Clock network drawn from the DEF:
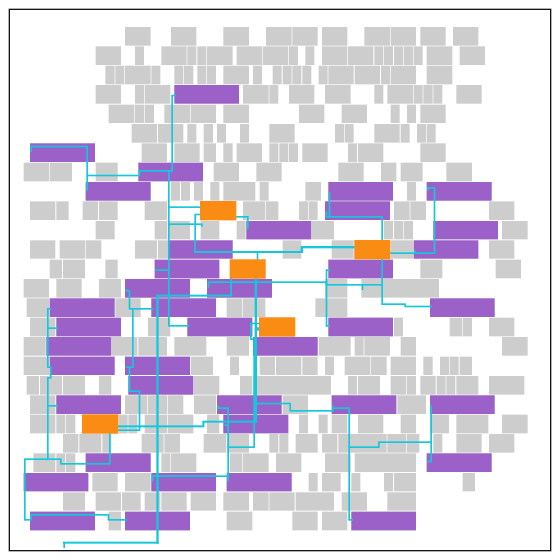
Cell sizes after repair:
The bar under the picture is 20 um long.
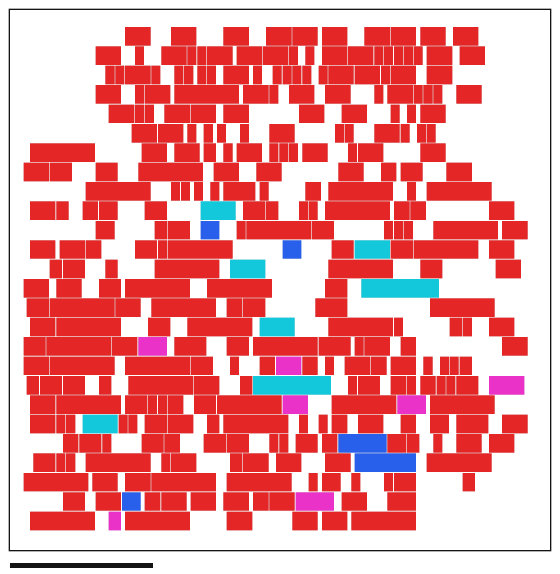
Sequential cells coloured by netlist name:
The bar under the picture is 20 um long. Other sequential cells in the stronger grey, the rest of the logic in the fainter grey.
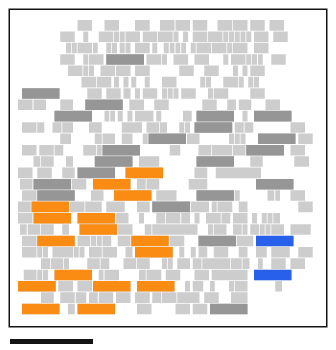
Placed cells, one colour a class:
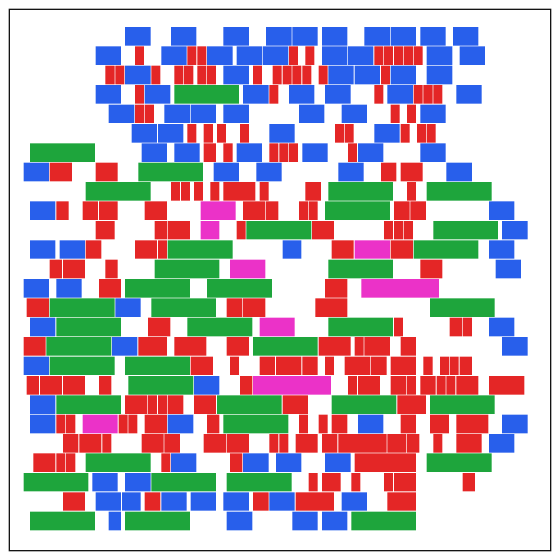
==> config.mk <==
export PLATFORM = sky130hd
export DESIGN_NAME = fifo_wr_arbiter
export DESIGN_NICKNAME = d
export VERILOG_FILES = /design/src/rtl/fifo_arb_pkg.sv /design/src/rtl/fifo_wr_arbiter_rr_pick2.sv /design/src/rtl/fifo_wr_arbiter.sv
export SDC_FILE = /design/constraint.sdc
export NUM_CORES = 1
export LEC_CHECK = 0
export ABC_CLOCK_PERIOD_IN_PS = 6600
export CAP_MARGIN = 40
export CORE_MARGIN = 1.5
export CORE_UTILIZATION = 40
export CTS_CLUSTER_SIZE = 28
export DETAILED_ROUTE_END_ITERATION = 12
export PLACE_DENSITY = 0.8
export SKIP_CTS_REPAIR_TIMING = 1
export SLEW_MARGIN = 25
export SYNTH_ARGS = -nofsm -noshare
export SYNTH_HDL_FRONTEND = slang
export SYNTH_SLANG_ARGS = --single-unit
==> constraint.sdc <==
create_clock -name clk -period 6.6 [get_ports clk]
set_input_delay 1.32 -clock clk [delete_from_list [all_inputs] [get_ports clk]]
set_output_delay 1.32 -clock clk [all_outputs]
set_load 0.005 [all_outputs]
==> qor.tcl <==
set qor(run_status) {finished clean}
set qor(post_synth_most_frequent_cells) {68 x nand2_1, 39 x dfrtp_1, 22 x xnor2_1}
set qor(rr_worst_depth) 7
set qor(mean_cell_area_of_the_mapped_netlist_um2) 9.17
set qor(ys_cells) 231
set qor(largest_net_degree_at_the_start_of_global_routing) 42
set qor(crit_path_max_fanout) 20
set qor(met2_wirelength_mm) 2.65
set qor(grt_pass1_vias) 1796
set qor(setup-tns-final_ps) 0
set qor(fillerInstances) 463
set qor(top_cell_area_share) 0.461
set qor(achievable-frequency_mhz) 192
set qor(globalRoute.busiestLayer) {met2}
set qor(grt_use_met2) 0.301
set qor(edf_count) 0
set qor(cp_data_arrival_time_ps) 3900
set qor(multiInputGateArea_um2) 1100
set qor(ioPinCount) 93
set qor(final_period_minus_worst_setup_slack_ps) 5220
set qor(detail_route.wirelength_mm) 5.15
set qor(non_filler_instances) 396
set qor(crit_type) {in2out}
set qor(yosys.stat.seqShare) 0.461
set qor(global_route.usage.met3) 0.0489
set qor(setup_repair_after_global_routing_missed_its_margin) {false}
set qor(grt_pass1_wl_mm) 8.19
set qor(min_period_over_period) 0.790
set qor(route.detailed.vias_per_inst) 4.84
set qor(leakagePower_uw) 0.00146
set qor(io_buffer_count) 92
set qor(rrSetupSlack_ps) 3530
set qor(antenna_diode_instance_count) 0
set qor(clockBufferDepth) 2
set qor(nets) 370
set qor(globalplace.congestion) 0.783
set qor(max-cap-violations) 0
set qor(yosys-stat-area_um2) 2120
set qor(worst_ep_required_time_ps) 5280
set qor(floorplan.die.height_um) 75.8
set qor(drtIter0Drc) 89
set qor(post-synth-top-area-cell) {dfrtp_1}
set qor(ys_dominant_reg_cell) {dfrtp_1}
set qor(hold_violations) 0
Notes on 'clock network drawn from the DEF' above:
[orange] clock-net drivers | count: 5
[purple] flip-flops | count: 39
[cyan] clock wires | length: 512 um
routed clock nets: 6
Power Clock: 240 uW
worst-case clock skew: 6.15 ps
clock latency on the worst-skew pair: 290 ps

Notes on 'cell sizes after repair' above:
[blue] x3 and x4 | cells: 5
[cyan] x6 and larger | cells: 7
[magenta] x2 | cells: 7
[red] x1 and smaller | cells: 307
area overhead of the layout relative to synthesis: 53.5%
final non-filler cell area: 3250 um2
setup slack of the critical path after layout: 1380 ps

Notes on 'sequential cells coloured by netlist name' above:
[blue] burst_cnt | placed flops: 2
[orange] acc_cnt0 | placed flops: 16
not coloured: 21
area used by sequential logic in the layout: 976 um2
fraction of the core area covered by cells at the end of the flow: 0.636
proportion of cell area occupied by registers: 0.300
Sequential Power: 303 uW

Notes on 'placed cells, one colour a class' above:
[red] remaining logic cells | cells: 185 | share of their area: 35%
[green] registers | cells: 39 | share of their area: 31%
[magenta] clock drivers and dummy loads | cells: 8 | share of their area: 4.3%
[blue] remaining buffers and delay cells | cells: 94 | share of their area: 29%
Cell Rows: 26
core region area: 5110 um2

==> through the flow <==
step / util / setup WS (ps) / power (uW)
global route: 0.636 / 1150 / 875
global placement: 0.610 / 1430 / 581
floorplan: - / 2590 / 459
finish: 0.636 / 1380 / 825
CTS: 0.636 / 1370 / 830
detailed placement: 0.610 / 1370 / 590
==> where the power goes <==
group	leakage, uW	switching (uW)	internal [uW]	total [uW]
registers	0.000514	31.3	271	303
logic	0.000885	133	150	282
clock network	0.0000644	88.7	151	240
==> cells by family (layout without fill, tap and decap cells) <==
logic type / count (synthesis) / in the layout / share of synthesized area
buffers and inverters: 12 / 107 / 0.0219
AND-OR/OR-AND: 13 / 13 / 0.0532
AND/OR/NAND/NOR: 125 / 125 / 0.274
flip-flops: 39 / 39 / 0.461
XOR/XNOR: 30 / 30 / 0.124
adder cells (fa/ha/maj): 5 / 5 / 0.0295
multiplexers: 7 / 7 / 0.0366
==> worst max-delay path, stage by stage <==
cell             delay, ps
clkdlybuf4s50_1        480
o311ai_1               710
or3_1                  660
nand2_1                130
nand2_1                 90
clkdlybuf4s50_1        500
==> placed cells by master (no fill, tap or decap), drive strengths merged, types with 2 or more instances in the layout <==
cell type,instances
bufinv,2
nand3,10
buf,3
clkdlybuf4s50,91
a21boi,2
ha,5
xor2,8
nor3,4
dfrtp,39
nor3b,2
mux2i,4
o21ai,3
xnor2,22
a31oi,2
nand4,6
and3,6
nor2,18
mux2,3
o311ai,2
nand2b,2
nor2b,3
inv,5
nand2,68
clkbuf,5
==> area by class of cell <==
class | count | area share
Sequential cell | 39 | 0.300
Multi-Input combinational cell | 180 | 0.339
Inverter | 5 | 0.00577
Clock buffer | 5 | 0.0212
Tap cell | 70 | 0.0269
Clock inverter | 3 | 0.0208
Timing Repair Buffer | 94 | 0.286
Power figures rest on the tool's default switching activity, not on a simulated workload.
